--- config.mk ---
export PLATFORM = sky130hd
export DESIGN_NAME = truth_table_prober
export DESIGN_NICKNAME = d
export VERILOG_FILES = /design/src/rtl/truth_table_prober.sv
export SDC_FILE = /design/constraint.sdc
export NUM_CORES = 1
export LEC_CHECK = 0
export ABC_AREA = 0
export CAP_MARGIN = 30
export CELL_PAD_IN_SITES_DETAIL_PLACEMENT = 0
export CELL_PAD_IN_SITES_GLOBAL_PLACEMENT = 1
export CORE_MARGIN = 1
export CORE_UTILIZATION = 43
export DETAILED_ROUTE_END_ITERATION = 8
export HOLD_SLACK_MARGIN = 0.12
export PLACE_DENSITY_LB_ADDON = 0.1
export SYNTH_ARGS = -nofsm -noshare
export SYNTH_HDL_FRONTEND = slang
export SYNTH_SLANG_ARGS = --single-unit
export TNS_END_PERCENT = 1
--- constraint.sdc ---
create_clock -name clk -period 3.4 [get_ports clk]
set_input_delay 0.68 -clock clk [delete_from_list [all_inputs] [get_ports clk]]
set_output_delay 0.68 -clock clk [all_outputs]
set_load 0.01 [all_outputs]
--- src/rtl/truth_table_prober.sv ---
// rtl/truth_table_prober.sv - sweeps 8 stimuli into a 3-input gate and assembles its truth-table code
module truth_table_prober #(
  parameter int SETTLE_CYCLES = 4,
  parameter int HOLD_CYCLES   = 2
) (
  input  logic       clk,
  input  logic       rst_n,
  input  logic       start,
  input  logic       abort,
  input  logic [7:0] expected,
  output logic [2:0] stim,
  input  logic       dut_out,
  output logic       busy,
  output logic       done,
  output logic [7:0] table_out,
  output logic [7:0] unstable_mask,
  output logic       match
);

  localparam logic [1:0] ST_IDLE   = 2'd0;
  localparam logic [1:0] ST_SETTLE = 2'd1;
  localparam logic [1:0] ST_HOLD   = 2'd2;
  localparam logic [1:0] ST_DONE   = 2'd3;

  localparam logic [7:0] SETTLE_INIT = 8'(SETTLE_CYCLES);
  localparam logic [7:0] HOLD_INIT   = 8'(HOLD_CYCLES);

  logic [1:0] state_q, state_d;
  logic [2:0] stim_q, stim_d;
  logic [7:0] cnt_q, cnt_d;
  logic [7:0] exp_q, exp_d;
  logic [7:0] work_tbl_q, work_tbl_d;
  logic [7:0] work_unst_q, work_unst_d;
  logic       done_q, done_d;
  logic [7:0] table_q, table_d;
  logic [7:0] mask_q, mask_d;
  logic       match_q, match_d;

  // Response to stimulus i lands in bit (7-i), so stimulus 000 is the MSB.
  logic [2:0] bit_idx;
  assign bit_idx = ~stim_q;

  assign stim          = stim_q;
  assign busy          = (state_q == ST_SETTLE) || (state_q == ST_HOLD);
  assign done          = done_q;
  assign table_out     = table_q;
  assign unstable_mask = mask_q;
  assign match         = match_q;

  // Sweep sequencing: settle countdown, hold-window sampling, result publication.
  always_comb begin
    state_d     = state_q;
    stim_d      = stim_q;
    cnt_d       = cnt_q;
    exp_d       = exp_q;
    work_tbl_d  = work_tbl_q;
    work_unst_d = work_unst_q;
    done_d      = 1'b0;
    table_d     = table_q;
    mask_d      = mask_q;
    match_d     = match_q;

    case (state_q)
      ST_IDLE, ST_DONE: begin
        if (start) begin
          exp_d       = expected;
          state_d     = ST_SETTLE;
          stim_d      = 3'd0;
          cnt_d       = SETTLE_INIT;
          work_tbl_d  = 8'h00;
          work_unst_d = 8'h00;
        end
      end
      ST_SETTLE: begin
        if (abort) begin
          state_d = ST_IDLE;
          stim_d  = 3'd0;
          cnt_d   = 8'd0;
        end else if (cnt_q == 8'd1) begin
          state_d = ST_HOLD;
          cnt_d   = HOLD_INIT;
        end else begin
          cnt_d = cnt_q - 8'd1;
        end
      end
      ST_HOLD: begin
        if (abort) begin
          state_d = ST_IDLE;
          stim_d  = 3'd0;
          cnt_d   = 8'd0;
        end else begin
          // First hold cycle captures; later cycles only flag disagreement.
          if (cnt_q == HOLD_INIT) begin
            work_tbl_d[bit_idx] = dut_out;
          end else if (dut_out != work_tbl_q[bit_idx]) begin
            work_unst_d[bit_idx] = 1'b1;
          end
          if (cnt_q == 8'd1) begin
            if (stim_q == 3'd7) begin
              state_d = ST_DONE;
              cnt_d   = 8'd0;
              done_d  = 1'b1;
              table_d = work_tbl_d;
              mask_d  = work_unst_d;
              match_d = (work_tbl_d == exp_q) && (work_unst_d == 8'h00);
            end else begin
              state_d = ST_SETTLE;
              stim_d  = stim_q + 3'd1;
              cnt_d   = SETTLE_INIT;
            end
          end else begin
            cnt_d = cnt_q - 8'd1;
          end
        end
      end
      default: begin
        state_d = ST_IDLE;
        stim_d  = 3'd0;
        cnt_d   = 8'd0;
      end
    endcase
  end

  // State and result registers; reset discards any partial sweep.
  always_ff @(posedge clk or negedge rst_n) begin
    if (!rst_n) begin
      state_q     <= ST_IDLE;
      stim_q      <= 3'd0;
      cnt_q       <= 8'd0;
      exp_q       <= 8'h00;
      work_tbl_q  <= 8'h00;
      work_unst_q <= 8'h00;
      done_q      <= 1'b0;
      table_q     <= 8'h00;
      mask_q      <= 8'h00;
      match_q     <= 1'b0;
    end else begin
      state_q     <= state_d;
      stim_q      <= stim_d;
      cnt_q       <= cnt_d;
      exp_q       <= exp_d;
      work_tbl_q  <= work_tbl_d;
      work_unst_q <= work_unst_d;
      done_q      <= done_d;
      table_q     <= table_d;
      mask_q      <= mask_d;
      match_q     <= match_d;
    end
  end

endmodule

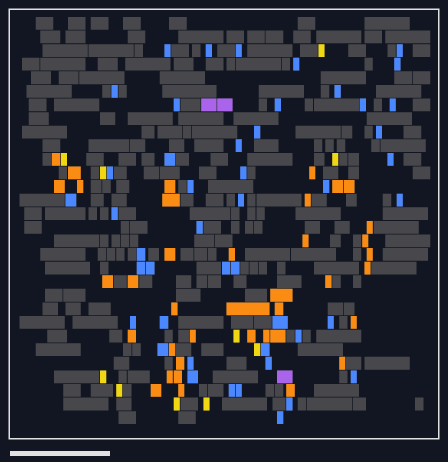
(run_1/gates.png)
Scale bar: 20 um.
| family | color | cells |
|---|---|---|
| nand cells | blue | 46 |
| nor cells | orange | 38 |
| inv cells | yellow | 10 |
| xor and xnor cells | purple | 3 |

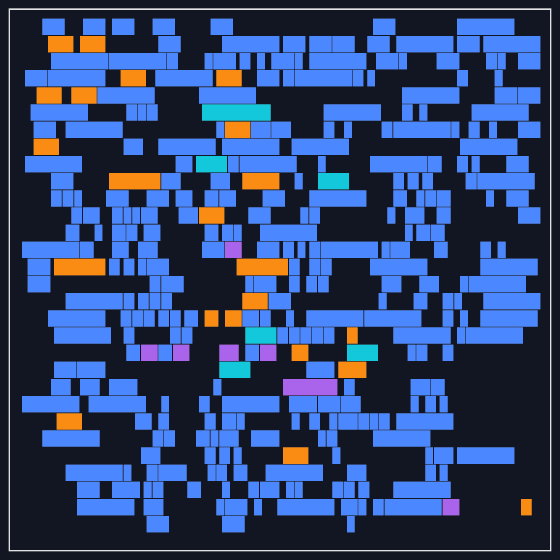
(run_1/sizing.png)
| size | color | cells | share | most used |
|---|---|---|---|---|
| x3 and x4 | purple | 7 | 2.1% | buf_4 |
| x1 and smaller | blue | 305 | 90% | dfrtp_1 |
| x6 and larger | cyan | 6 | 1.8% | clkbuf_8 |
| x2 | orange | 22 | 6.5% | mux2_2 |
buffer count excluding the clock tree in the final layout: 39
synth-to-layout area growth: 16.18%
design area: 0.003495 mm2
final setup slack of the worst path: 0.6689 ns

==> run summary, run 1 <==
Figures from the implementation reports.

- The share of total power in the clock network reads 0.224.
- The tool flagged a number of max-cap violations equal to 0.
- The cell taking the most area after synthesis reads sky130_fd_sc_hd__dfrtp_1.
- The group drawing the most power is registers.
- Of the total power, combinational logic draws 0.333.
- Yosys attributes the largest share of cell area to sky130_fd_sc_hd__dfrtp_1 (46%), sky130_fd_sc_hd__o21ai_0 (6.8%), sky130_fd_sc_hd__a21oi_1 (4.5%).
- The average cell area after synthesis reads 9.766 um2.
- The parity-gate share of the synthesized area counting xor and xnor cells is 0.008735.
- For this sky-water flow run, the detailed-routed wirelength per cell is reported as 16.74 um.
- The initialized floorplan defines 30 standard-cell rows.
- Per the STA report, the cell with the highest stage delay on the worst path is sky130_fd_sc_hd__dfrtp_1.
- For reference, the final report shows the max-slew violation count at 0.
- The yosys warning tally is 0.
- The flow inserted 80 tap cells.
- Synthesis produced a netlist whose cell count is 308.
- The layout report lists the clock-cell share of area as 0.03222.
- The share of layout cells above drive strength 1 is 0.1029.
- The timing report gives the worst reg2reg path a setup slack of 0.67 ns.
- The setup-violating endpoint count in the final report is 0.
- The sequential share of cell area reads 0.3938.
- The path type of the worst min-delay path reads in2async.
- By instance count after routing, the leading logic cell types are sky130_fd_sc_hd__dfrtp_1 (55), sky130_fd_sc_hd__o21ai_0 (41), sky130_fd_sc_hd__nand2_1 (34).
- The buffer cell driving the clock tree root is sky130_fd_sc_hd__clkbuf_8.
- The non-clock inverter total of the final layout reads 10.
- The number of distinct library cells after synthesis reads 54.
- The sequential element share of the synthesized area reads 0.4576.
- The remaining routing DRC violations reads 0.
- The latest clock arrival within the worst-skew pair is 0.31 ns.
- The repair_antennas step left the layout with diodes totalling 0.
- The top fanout value on the critical path reads 13.
- The post-route worst hold slack reads 0.2768 ns.
- The count of clock-net buffers in the final layout is 5.
- The remaining global-route overflow reads 0.
- The critical path's largest stage delay reads 0.61 ns.
- The chip area estimate from yosys synthesis is 0.003008 mm2.
- The leakage dissipation is 1.541 nW.
- The post-synthesis share of cell area spent on and-or and or-and gates reads 0.1930.
- The area enclosed by the die boundary reads 0.007333 mm2.
- The via-per-instance ratio is 5.686.
- According to the floorplan report, the die width is 85.64 um.
- The synthesis stat section lists a flop and latch total of 55.
- Setup repair after global routing left no endpoint under its margin.
- The startpoint of the worst register-to-register path reads stim[0].
- The post-route fraction of the period consumed by the critical path is 0.8033.
- The capturing element type of the critical path reads a flop.
- The first global-routing pass estimated 12.02 mm of wire.
- The share of cell area taken by multi-input logic gates is 0.4279.
- The HPWL after detailed placement is 5.139 mm.
- The run finished with clean final reports.
- After layout, the minimum clock period comes to 2.731 ns.
- The via count of the first global-routing pass reads 2,355.
- Per the synth stats, the flop cell with the highest instance count is sky130_fd_sc_hd__dfrtp_1.
- The top layer reached by signal wires is met4.
- STA puts the critical path data arrival time at 2.96 ns.
- The area fraction of the largest cell type after synthesis is 0.4576.
- The simple-gate share of the synthesized area reads 0.1656.
- TritonCTS built the clock tree.
- The cell area after synthesis is 0.003008 mm2.
- The H-tree level count reads 2.
- The post-layout net count reads 359.
- The pin count of the biggest net entering global routing reads 39.
- The storage element area is 0.001376 mm2.
- The category of the worst setup path launch point is a flop.
- In the synthesized netlist, the dominant kind of combinational cell is AND-OR/OR-AND gates.
- By count the netlist is led by sky130_fd_sc_hd__dfrtp_1 (55), sky130_fd_sc_hd__o21ai_0 (41), sky130_fd_sc_hd__nand2_1 (34).
- Sorting the synthesis cell report by count puts at the top sky130_fd_sc_hd__dfrtp_1.
- The combined area of the multi-input logic cells reads 0.001495 mm2.
- The worst clock skew reads 0.01074 ns.
- Walking the worst path, the cells encountered are nor4_2 > and2_1 > a311oi_1 > or4_1 > a211o_1 > o41ai_2.
- The yosys cell count reads 308.
- The reported combinational group power reads 0.000651 W.
- The proportion of total power due to net switching reads 0.3600.
- The total met2 wirelength after detailed routing is 3.178 mm.
- The dominant logic cell type in the layout is sky130_fd_sc_hd__dfrtp_1.
- The biggest slice of the area belongs to combinational gates.
- The async set or reset register ratio after synthesis is 1.000.
- The number of clock buffers added by TritonCTS is 5.
- The launching element of the worst setup path reads stim[0].
- The power dissipated in sequential cells reads 0.000868 W.
- The critical path class is reg2reg.
- The kind of cell with the highest combined delay along the critical path is simple AND/OR/NAND/NOR gates.
- The post-synth count of flops with an enable pin is 0.
- In the power breakdown, the internal column shows 0.001252 W.
- The final layout report lists a filler cell count of 636.
- The multiplexer share of the synthesized area reads 0.1007.
- The placement report lists the number of port buffers as 34.
- The post-route total power is 0.001957 W.
- The met3 usage in global routing reads 0.03369.
- The final timing report lists a hold violation count of 0.
- The initial cell density of the core is 0.4452.
- The post-placement setup slack reads 0.7140 ns.
- In this run the most used layer during global routing was met1.
- The worst reg2reg path endpoint reads match.
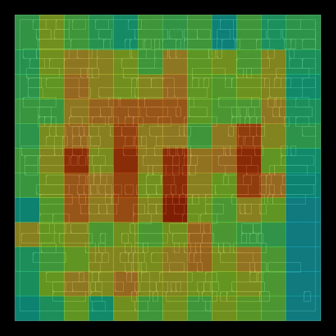
(run_1/congestion_map.png)
final core utilization: 0.5172
met1 usage in global routing: 0.3160
met2 track demand over resource: 0.3142

==> inputs of run 2 (changes only) <==
CORE_UTILIZATION = 39   (was 43)
clock period = 2.4 ns   (was 3.4 ns; I/O delays follow)
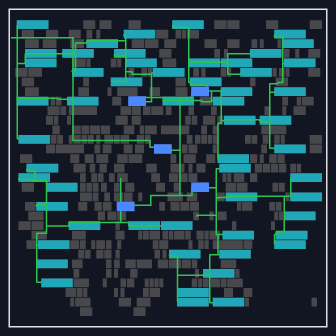
(run_2/clock_wires.png)
[clock wires] green | length: 659 um
[clock-net drivers] blue | count: 5
[flip-flops] cyan | count: 55
flops lie: spread over the die
routed clock nets: 6
setup skew after layout: 0.008127 ns
part of the power in the clock network: 0.178
worst skew pair latency: 0.31 ns

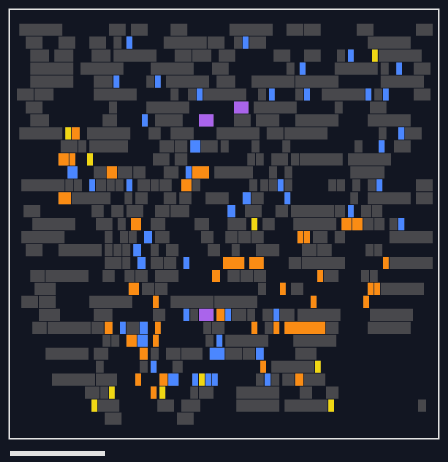
(run_2/gates.png)
Scale bar: 20 um.
| family | color | cells |
|---|---|---|
| inv cells | yellow | 10 |
| nand cells | blue | 46 |
| xor and xnor cells | purple | 3 |
| nor cells | orange | 38 |
combinational share of cell area: 0.4038
Post-Layout Cell Count: 466
Top cell excl fill/tap: sky130_fd_sc_hd__dfrtp_1

==> run summary, run 2 <==
Figures from the implementation reports.

- The share of the synthesized area in the top cell type is 0.4576 (unchanged).
- The top fanout value on the critical path is 4 (-9).
- The launching element of the worst setup path reads cnt_q[0].
- The synthesis run shows the most used standard cells to be sky130_fd_sc_hd__dfrtp_1 (55), sky130_fd_sc_hd__o21ai_0 (41), sky130_fd_sc_hd__nand2_1 (34).
- The non-clock inverter total of the final layout came to 10 (unchanged).
- The cell with the largest stage delay on the worst path is sky130_fd_sc_hd__or4_1.
- The count of input and output buffers was 34 (unchanged).
- The share of layout cells above drive strength 1 is 0.1744 (+0.07145).
- The instance area at placement reads 0.003621 mm2.
- The flow ran to the end, and the final reports show no timing, DRC or antenna violations.
- The biggest area consumer among cell classes is combinational gates.
- The post-synthesis share of cell area spent on and-or and or-and gates is 0.1930 (unchanged).
- The design area came to 0.003712 mm2 (+6.2%).
- STA classifies the critical path startpoint as a flop.
- The via count of the first global-routing pass reads 2,415 (+2.5%).
- The flip-flop and latch count after synthesis is 55 (unchanged).
- The worst setup path is captured at a flop.
- The worst reg-to-reg setup slack was 0.03 ns (-0.64 ns).
- The number of standard cells after synthesis is 308 (unchanged).
- The storage element area was 0.001376 mm2 (unchanged).
- The power dissipated in sequential cells is 0.00120 W (+38%).
- The chip area estimate from yosys synthesis is 0.003008 mm2 (unchanged).
- The reported combinational group power reads 0.00116 W (+78%).
- The post-placement setup slack is -0.02195 ns (-0.7359 ns).
- The family with the most delay on the worst path is simple AND/OR/NAND/NOR gates.
- The H-tree level count is 2 (unchanged).
- The post-route total power reads 0.002872 W (+47%).
- The post-route worst hold slack is 0.1853 ns (-0.09146 ns).
- The remaining global-route overflow is 0 (unchanged).
- The yosys warning tally came to 0 (unchanged).
- The area enclosed by the die boundary reads 0.008068 mm2 (+10%).
- The sequential share of cell area reads 0.3707 (-0.02310).
- Setup repair after global routing could not meet its margin everywhere.
- The sequential element share of the synthesized area reads 0.4576 (unchanged).
- The worst reg2reg path endpoint reads match.
- The total clock buffers created by CTS came to 5 (unchanged).
- The max-cap check violation count is 0 (unchanged).
- The final worst slack was 0.02872 ns (-0.6402 ns).
- The count of clock-net buffers in the final layout reads 5 (unchanged).
- The number of rows created at floorplan is 31 (+3.3%).
- The power share of the combinational group reads 0.405 (+0.072).
- The proportion of total power due to net switching reads 0.3648 (+0.004782).
- Signal nets in the final route climb as high as met4.
- The highest-utilization routing layer at the global route stage reads met2.
- The number of pins with negative max-slew slack in the final report came to 0 (unchanged).
- The remaining routing DRC violations is 0 (unchanged).
- The count of antenna diodes in the layout reads 0 (unchanged).
- The post-layout net count is 386 (+7.5%).
- The leakage dissipation is 1.675 nW (+8.7%).
- The arrival time of data at the critical path endpoint is 2.59 ns (-0.37 ns).
- The synthesis report lists the most area-consuming cells as sky130_fd_sc_hd__dfrtp_1 (46%), sky130_fd_sc_hd__o21ai_0 (6.8%), sky130_fd_sc_hd__a21oi_1 (4.5%).
- The yosys cell count is 308 (unchanged).
- The group drawing the most power is registers.
- The largest buffer count on any clock path reads 2.
- The cell-internal power is 0.001825 W (+46%).
- The async set or reset register ratio after synthesis is 1.000 (unchanged).
- The met3 usage in global routing reads 0.03130 (-0.002383).
- In the synthesized netlist the dominant register cell turns out to be sky130_fd_sc_hd__dfrtp_1.
- The core occupancy in the finished layout is 0.5037 (-0.01349).
- The critical path class is reg2reg.
- The HPWL after detailed placement is 5.745 mm (+12%).
- The number of distinct library cells after synthesis came to 54 (unchanged).
- The wire length of the first global-routing pass is 12.41 mm (+3.2%).
- The number of filler instances in the final layout reads 741 (+17%).
- The initial cell density of the core is 0.4081 (-0.03704).
- The total met2 wirelength after detailed routing is 3.325 mm (+4.6%).
- The multiplexer share of the synthesized area came to 0.1007 (unchanged).
- The post-route fraction of the period consumed by the critical path reads 0.9880 (+0.1848).
- The tree is rooted in a sky130_fd_sc_hd__clkbuf_8.
- The largest total area in the synthesized netlist belongs to sky130_fd_sc_hd__dfrtp_1.
- The final critical delay including setup and external delays came to 2.371 ns (-0.3598 ns).
- The width of the die is 89.82 um (+4.9%).
- The wire length on met1 is 3.761 mm.
- The clock tree cell share of total cell area reads 0.02359 (-0.008631).
- The area growth from synthesis to final layout is 23.42%.
- The clock tree from TritonCTS reads yes.
- The met1 capacity usage during global routing reads 0.2918 (-0.02414).
- STA lists the startpoint of the worst register-to-register path as cnt_q[0].
- The average cell area after synthesis was 9.766 um2 (unchanged).
- The pin count of the biggest net entering global routing is 35 (-10%).
- The count of endpoints failing hold in the final timing report came to 0 (unchanged).
- The met2 global-route usage is 0.2929 (-0.02123).
- Ranking logic cells in the layout by count gives the top entries sky130_fd_sc_hd__dfrtp_1 (55), sky130_fd_sc_hd__o21ai_0 (41), sky130_fd_sc_hd__nand2_1 (34).
- Yosys instantiated no cell more often than sky130_fd_sc_hd__dfrtp_1.
- The non-clock buffer count in the final layout reads 66 (+69%).
- The number of enable flip-flop cells reads 0 (unchanged).
- The prevailing logic family in the synthesized netlist reads AND-OR/OR-AND gates.
- The wire length per cell reads 15.91 um (-5.0%).
- The simple-gate share of the synthesized area reads 0.1656 (unchanged).
- The critical path's largest stage delay is 0.52 ns (-0.09 ns).
- The setup-violating endpoint count in the final report is 0 (unchanged).
- The parity-gate share of the synthesized area counting xor and xnor cells reads 0.008735 (unchanged).
==> inputs of run 3 (changes only) <==
CORE_MARGIN = not set   (was 1)
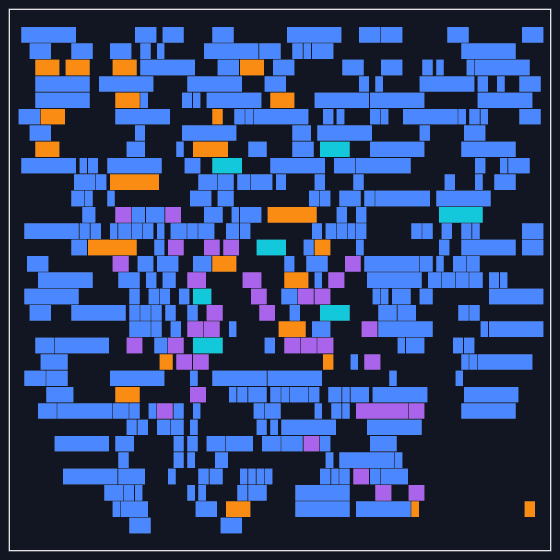
(run_3/sizing.png)
| size | color | cells | share | most used |
|---|---|---|---|---|
| x1 and smaller | blue | 303 | 83% | dfrtp_1 |
| x3 and x4 | purple | 34 | 9.3% | buf_4 |
| x6 and larger | cyan | 7 | 1.9% | clkbuf_8 |
| x2 | orange | 23 | 6.3% | mux2_2 |
final setup slack of the worst path: 0.02872 ns
buffer count excluding the clock tree in the final layout: 66
design area: 0.003712 mm2

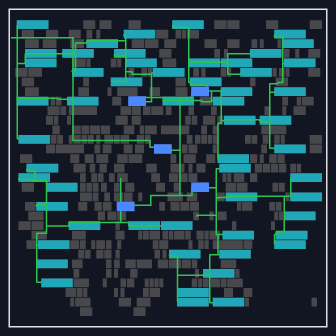
(run_3/clock_wires.png)
[clock wires] green | length: 659 um
[clock-net drivers] blue | count: 5
[flip-flops] cyan | count: 55
routed clock nets: 6

==> run summary, run 3 <==
Figures from the implementation reports.

- The run finished with clean final reports.
- The sequential element share of the synthesized area reads 0.4576 (unchanged).
- The share of layout cells above drive strength 1 is 0.1744 (unchanged).
- The core occupancy in the finished layout reads 0.5037 (unchanged).
- The cell area after synthesis reads 0.003008 mm2.
- The yosys warning tally is 0 (unchanged).
- The cell-internal power reads 0.001825 W (unchanged).
- The worst setup path is launched from a flop.
- The remaining global-route overflow reads 0 (unchanged).
- The total met2 wirelength after detailed routing is 3.325 mm (unchanged).
- The leakage dissipation is 1.675 nW (unchanged).
- The width of the die is 89.82 um (unchanged).
- The area enclosed by the die boundary is 0.008068 mm2 (unchanged).
- The number of distinct library cells after synthesis is 54 (unchanged).
- The latest clock arrival within the worst-skew pair came to 0.31 ns (about the same).
- The most common logic cells in the final layout are sky130_fd_sc_hd__dfrtp_1 (55), sky130_fd_sc_hd__o21ai_0 (41), sky130_fd_sc_hd__nand2_1 (34).
- The family with the most delay on the worst path reads simple AND/OR/NAND/NOR gates.
- The last element of the critical path is match.
- The count of endpoints failing hold in the final timing report is 0 (unchanged).
- The overall track demand over capacity in global routing is 0.1952.
- For reference, the most critical setup path is categorized as reg2reg.
- The power dissipated in sequential cells reads 0.00120 W (about the same).
- The top fanout value on the critical path is 4 (unchanged).
- The top layer reached by signal wires reads met4.
- The wire length per cell was 15.91 um (unchanged).
- The remaining number of nets flagged by the antenna check after routing reads 0.
- In the post-synthesis netlist, the cell with the most instances is sky130_fd_sc_hd__dfrtp_1.
- The critical path's largest stage delay came to 0.52 ns (about the same).
- Setup repair after global routing could not meet its margin everywhere.
- The post-layout net count is 386 (unchanged).
- The number of filler instances in the final layout is 741 (unchanged).
- The H-tree level count came to 2 (unchanged).
- The number of buffers inserted to repair setup after CTS is 0.
- Per the synth stats, the flop cell with the highest instance count is sky130_fd_sc_hd__dfrtp_1.
- The storage element area reads 0.001376 mm2 (unchanged).
- The biggest area consumer among cell classes is combinational gates.
- The chip area estimate from yosys synthesis is 0.003008 mm2 (unchanged).
- Per the post-synthesis report, the nets total 328.
- The post-placement setup slack is -0.02195 ns (unchanged).
- The headroom to the max-slew limit is 0.5727.
- The power share of the combinational group is 0.405 (about the same).
- The worst reg2reg path endpoint is match.
- The non-clock inverter total of the final layout is 10 (unchanged).
- The via count of the first global-routing pass reads 2,415 (unchanged).
- The number of antenna violations at the first check in global routing is 0.
- The number of enable flip-flop cells is 0 (unchanged).
- The cell with the largest stage delay on the worst path reads sky130_fd_sc_hd__or4_1.
- According to the timing report, the data required time at the worst endpoint equals 2.61 ns.
- The total net switching power is 0.001048 W.
- The clock-pin slew reported for the worst setup and hold paths after clock tree synthesis is 0.10 ns.
- STA classifies the critical path endpoint as a flop.
- The post-synthesis share of cell area spent on and-or and or-and gates is 0.1930 (unchanged).
- The worst clock skew reads 0.008127 ns (unchanged).
- The wire length on met1 is 3.761 mm (unchanged).
- The floorplan step set the die height to 89.82 um.
- The arrival time of data at the critical path endpoint reads 2.59 ns (about the same).
- The total clock buffers created by CTS reads 5 (unchanged).
- The parity-gate share of the synthesized area counting xor and xnor cells was 0.008735 (unchanged).
- The share of total power in the clock network was 0.178 (about the same).
- The pin count of the biggest net entering global routing is 35 (unchanged).
- The multi-input gate count is 228.
- The instance area at placement is 0.003621 mm2 (unchanged).
- For reference, the top cells by area after synthesis are sky130_fd_sc_hd__dfrtp_1 (46%), sky130_fd_sc_hd__o21ai_0 (6.8%), sky130_fd_sc_hd__a21oi_1 (4.5%).
- The sequential share of cell area came to 0.3707 (unchanged).
- The setup-violating endpoint count in the final report came to 0 (unchanged).
- The number of standard cells after synthesis is 308 (unchanged).
- The multiplexer share of the synthesized area reads 0.1007 (unchanged).
- The max-cap check violation count was 0 (unchanged).
- The yosys cell count is 308 (unchanged).
- The worst reg-to-reg setup slack is 0.03 ns (about the same).
- The group drawing the most power reads registers.
- The critical path starts at cnt_q[0].
- The remaining routing DRC violations came to 0 (unchanged).
- The met2 global-route usage is 0.2929 (unchanged).
- The initial cell density of the core was 0.4081 (unchanged).
- The dominant logic cell type in the layout is sky130_fd_sc_hd__dfrtp_1.
- The met3 usage in global routing was 0.03130 (unchanged).
- The area growth from synthesis to final layout reads 23.42% (unchanged).
- The prevailing logic family in the synthesized netlist is AND-OR/OR-AND gates.
- The commonest cells after synthesis are sky130_fd_sc_hd__dfrtp_1 (55), sky130_fd_sc_hd__o21ai_0 (41), sky130_fd_sc_hd__nand2_1 (34).
- The simple-gate share of the synthesized area came to 0.1656 (unchanged).
- The met1 capacity usage during global routing is 0.2918 (unchanged).
- The reported combinational group power is 0.00116 W (about the same).
- The count of antenna diodes in the layout is 0 (unchanged).
- The number of rows created at floorplan was 31 (unchanged).
- After its last routability iteration, the placer logged a weighted congestion of 0.8815.
- The maximum resistive drop on vdd is 0.0004375 V.
- The flip-flop and latch count after synthesis is 55 (unchanged).
- The proportion of total power due to net switching reads 0.3648 (unchanged).
- The largest buffer count on any clock path is 2 (unchanged).
- The count of input and output buffers is 34 (unchanged).
- The post-route fraction of the period consumed by the critical path reads 0.9880 (unchanged).
- The buffer cell driving the clock tree root is sky130_fd_sc_hd__clkbuf_8.
- The HPWL after detailed placement is 5.745 mm (unchanged).
- The number of pins with negative max-slew slack in the final report reads 0 (unchanged).
- The average cell area after synthesis reads 9.766 um2 (unchanged).
- The post-route worst hold slack came to 0.1853 ns (unchanged).
- The actual transition at the worst max-transition pin is 0.6410 ns.
- The post-CTS resize count reads 1.
- The wire length of the first global-routing pass is 12.41 mm (unchanged).
- Along the critical path, the tally of buffer and inverter instances is 1.
- The final standard cell count with taps included and fillers excluded is 466 (unchanged).
- The via-per-instance ratio is 5.414.
- The clock tree cell share of total cell area is 0.02359 (unchanged).
- The clock tree from TritonCTS is yes.
- The OpenROAD warning count is 32.
- The wire length on met3 is 200 um.
- The share of power burned in registers is 0.417.
- The final critical delay including setup and external delays reads 2.371 ns (unchanged).
- The number of flip-flops and latches reads 55.
- The share of the synthesized area in the top cell type came to 0.4576 (unchanged).
- The async set or reset register ratio after synthesis is 1.000 (unchanged).
- The share of cell area taken by multi-input logic gates is 0.4038 (unchanged).
- The cell taking the most area after synthesis is sky130_fd_sc_hd__dfrtp_1.
- The count of clock-net buffers in the final layout is 5 (unchanged).
- In this run, the synthesized area fraction spent on adder and majority cells is recorded as 0.02912.
- The cell depth of the worst flop-to-flop path reads 8.
- Looking at the reg2reg group, the worst path starts from cnt_q[0].
- The post-route total power is 0.002872 W (unchanged).
- The global router reports that the layer with the highest usage is met2.

==> layout pictures side by side <==
Met3 routing.
panel A
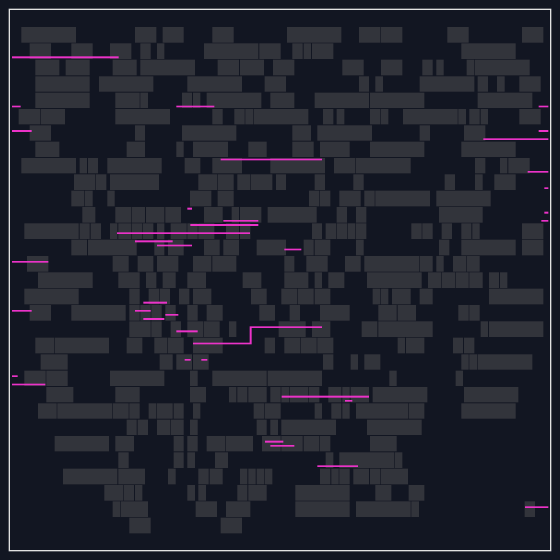
panel B
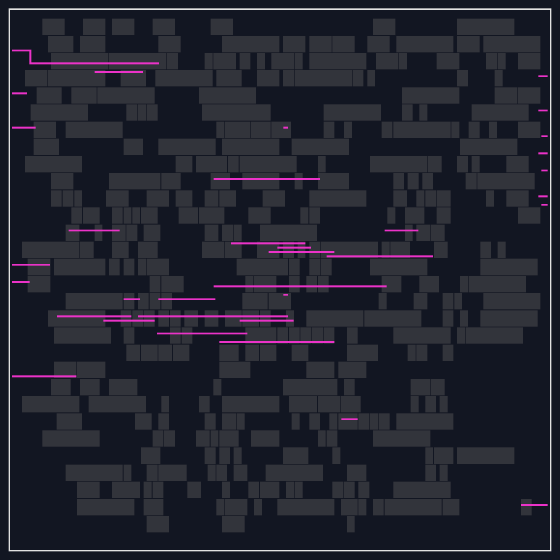
- panel B = run 1
- panel A = run 3

Key to panel B:
wire length on this layer: 263 um
main direction: horizontal
longest straight run: 27.1 um
nets with wire on the layer: 28
share of all routed wire: 3.7%

Power is estimated from default activity; no workload was simulated.
